--- config.mk ---
export PLATFORM = sky130hd
export DESIGN_NAME = cla_adder
export DESIGN_NICKNAME = d
export VERILOG_FILES = /design/src/rtl/cla_adder.sv
export SDC_FILE = /design/constraint.sdc
export NUM_CORES = 1
export LEC_CHECK = 0
export CORE_UTILIZATION = 40
export DETAILED_ROUTE_END_ITERATION = 12
export HOLD_SLACK_MARGIN = 0.05
export PLACE_DENSITY = 0.77
export SLEW_MARGIN = 10
export SYNTH_ARGS = -nofsm -noshare
export SYNTH_HDL_FRONTEND = slang
export SYNTH_SLANG_ARGS = --single-unit
--- constraint.sdc ---
create_clock -name clk -period 3 [get_ports clk]
set_input_delay 0.75 -clock clk [delete_from_list [all_inputs] [get_ports clk]]
set_output_delay 0.75 -clock clk [all_outputs]
set_load 0.01 [all_outputs]
--- src/rtl/cla_adder.sv ---
// Registered carry-lookahead adder: 4-bit CLA groups feeding a
// second-level lookahead unit; {carry_out,sum} captured each clock.
module cla_adder #(
  parameter int DATA_WID = 16
) (
  input  logic                clk,
  input  logic                rst,
  input  logic [DATA_WID-1:0] in1,
  input  logic [DATA_WID-1:0] in2,
  input  logic                carry_in,
  output logic [DATA_WID-1:0] sum,
  output logic                carry_out
);

  localparam int NGRP = DATA_WID / 4;

  logic [DATA_WID-1:0] w_g;
  logic [DATA_WID-1:0] w_p;
  logic [DATA_WID-1:0] w_c;
  logic [NGRP-1:0]     w_gg;
  logic [NGRP-1:0]     w_gp;
  logic [NGRP:0]       w_gx;
  logic [NGRP:0]       w_gc;

  assign w_g  = in1 & in2;
  assign w_p  = in1 ^ in2;
  assign w_gx = {w_gg, carry_in};

  for (genvar k = 0; k < NGRP; k++) begin : g_grp
    localparam int B = 4 * k;
    logic w_g0, w_g1, w_g2, w_g3;
    logic w_p0, w_p1, w_p2, w_p3;
    logic w_ci;

    assign {w_g3, w_g2, w_g1, w_g0} = w_g[B+3:B];
    assign {w_p3, w_p2, w_p1, w_p0} = w_p[B+3:B];
    assign w_ci = w_gc[k];

    assign w_gg[k] = w_g3
                   | (w_p3 & w_g2)
                   | (w_p3 & w_p2 & w_g1)
                   | (w_p3 & w_p2 & w_p1 & w_g0);
    assign w_gp[k] = w_p3 & w_p2 & w_p1 & w_p0;

    assign w_c[B]   = w_ci;
    assign w_c[B+1] = w_g0 | (w_p0 & w_ci);
    assign w_c[B+2] = w_g1
                    | (w_p1 & w_g0)
                    | (w_p1 & w_p0 & w_ci);
    assign w_c[B+3] = w_g2
                    | (w_p2 & w_g1)
                    | (w_p2 & w_p1 & w_g0)
                    | (w_p2 & w_p1 & w_p0 & w_ci);
  end

  // Each group carry is a flat sum of products over lower G/P and
  // carry_in, so no carry ripples from one group into the next.
  always_comb begin
    w_gc = '0;
    for (int k = 0; k <= NGRP; k++) begin
      for (int j = 0; j <= k; j++) begin
        logic t;
        t = (j == k) ? w_gx[k] : w_gx[j];
        for (int m = j; m < k; m++) begin
          t = t & w_gp[m];
        end
        w_gc[k] = w_gc[k] | t;
      end
    end
  end

  always_ff @(posedge clk) begin
    if (rst) begin
      sum       <= '0;
      carry_out <= 1'b0;
    end else begin
      sum       <= w_p ^ w_c;
      carry_out <= w_gc[NGRP];
    end
  end

endmodule

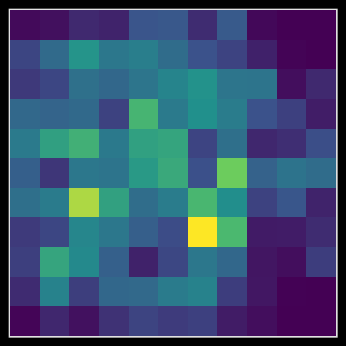
*Signal metal coverage by tile*
(6 px per µm) The die is cut into 11 by 11 equal tiles; dark purple is low, yellow is high, scaled to the fullest tile. Values are wire area over tile area, all layers added.
The fullest tile reaches 0.46. 13% of the tiles are over half the peak. The densest ninth of the die: center. 7.4% of the tiles are nearly empty.
overall track demand over capacity in global routing: 19.33%
detailed-route wire length per cell: 11.32 µm
vias after detailed routing: 1066
detailed-route wire length: 2.422 mm

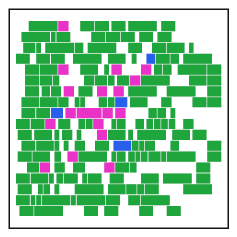
*Sizing map*
(4 px per µm)
Key: blue = drive 2 [cells 4]; green = drive 1 or less [cells 162]; magenta = drive 3 to 4 [cells 18]
worst path setup slack after routing: 0.1951 ns
Area growth syn-to-layout: 61.30%
number of non-clock buffers in the layout: 65
area of all placed cells without fillers: 1768 µm²

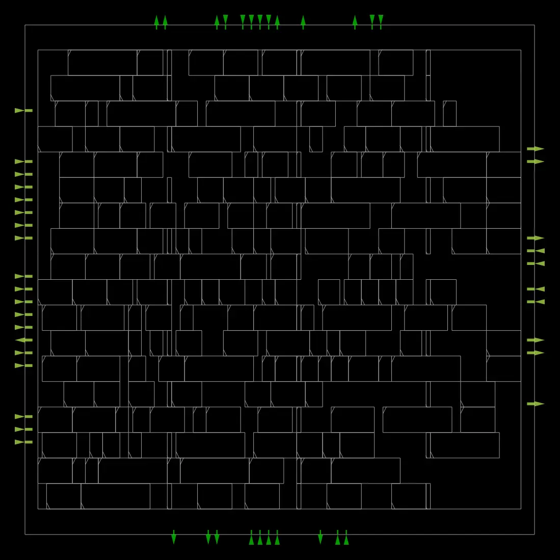
*Cell placement*
share of cell area taken by flip-flops and latches: 19.25%
count of sequential standard cells: 17
number of cells in the finished layout apart from fillers: 214

==> flow_metrics.env <==
# implementation run metrics
export IMPL_top_area_cell="dfxtp_1"
export IMPL_avgViaCountPerCell=4.981
export IMPL_fp_dieArea_um2=2953
export IMPL_max_flop_register="sum"
export IMPL_met2_usage_pct=35.37
export IMPL_yosys_warning_count=0
export IMPL_synthTopLogicFamily="adder cells"
export IMPL_synth_main_ff_cell="dfxtp_1"
export IMPL_slew_headroom_pct=56.65
export IMPL_synth_mux_area_fraction_pct=0.9132
export IMPL_clk_transition_reported_paths_ns=0.10
export IMPL_clock_buffers=4
export IMPL_rsz_0062_raised_after_global_routing="false"
export IMPL_synth_cellmix_simpleShare_pct=18.38
export IMPL_fmax_ghz=0.3565
export IMPL_synth_adder_area_share_pct=25.57
export IMPL_area_share_nonclk_buffers_pct=34.82
export IMPL_antennaDiodeCount=0
export IMPL_dp_hpwl_mm=2.074
export IMPL_sequential_to_total_area_share_from_yosys_stat_pct=31.05
export IMPL_pg_seq_uw=262
export IMPL_clockNetworkAreaShare_pct=1.486
export IMPL_p_leak_uw=0.0007797
export IMPL_first_global_vias=1064
export IMPL_status="finished clean"
export IMPL_grt_first_pass_wirelength_mm=4.153
export IMPL_hold_depth=4
export IMPL_syn_cell_area_um2=1096
export IMPL_top_registers="sum: 16 flops, carry_out: 1 flops"
export IMPL_post_synth_cell_area_avg_um2=9.368
export IMPL_async_set_reset_flop_share_out_of_synthesis_pct=0
export IMPL_die_size_y_um=54.35
export IMPL_finalHoldViolations=0
export IMPL_power_combinational_total_uw=283
export IMPL_power_share_sequential_pct=39.1
export IMPL_cap_viol_max_count=0
export IMPL_highest_layer="met4"
export IMPL_globalRoute_busiestLayer="met2"
export IMPL_detailedPlace_worstSlack_ns=-0.1070
export IMPL_synth_nets=172
export IMPL_max_slew_worst_pin_slew_ns=0.6482
export IMPL_total_power_uw=669.3
export IMPL_number_of_instances_in_the_synthesized_netlist=117
export IMPL_drive_above_1_share_pct=11.96
export IMPL_cts_root_to_sink_buffers=2
export IMPL_dpl_cell_area_um2=1742
export IMPL_tritoncts_clock_tree="done"
export IMPL_tritoncts_num_buffers=3
export IMPL_arrival_ns=2.97
export IMPL_io_buffer_count=51
export IMPL_irDropWorstVdd_mv=0.2646
export IMPL_crit_end="sum[12]$_SDFF_PP0_"
export IMPL_worstPathMaxFanout=4
export IMPL_final_core_util_pct=70.09
export IMPL_rows=18
export IMPL_finalHoldWorstSlack_ns=1.173
export IMPL_gpl_final_weighted_congestion=0.7937
export IMPL_aoi_share_pct=15.07
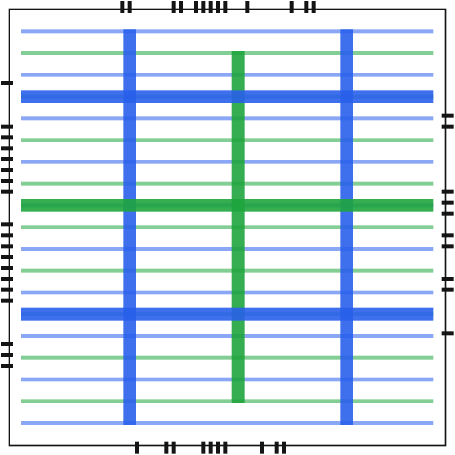
*Floorplan with the power grid*
(8 px per µm) Pins as bars on the die edge.
Key: blue = VSS; green = VDD
19 met1 rails follow the rows. 3 straps on met5.

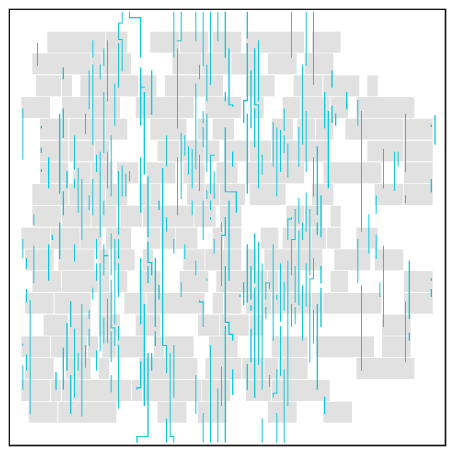
*Signal wires on met2*
(8 px per µm)
The wires run mostly vertical. 206 nets have wire on it. The layer carries 1230 µm of wire. The layer holds 51% of the routed length. The longest straight run is 22.1 µm.

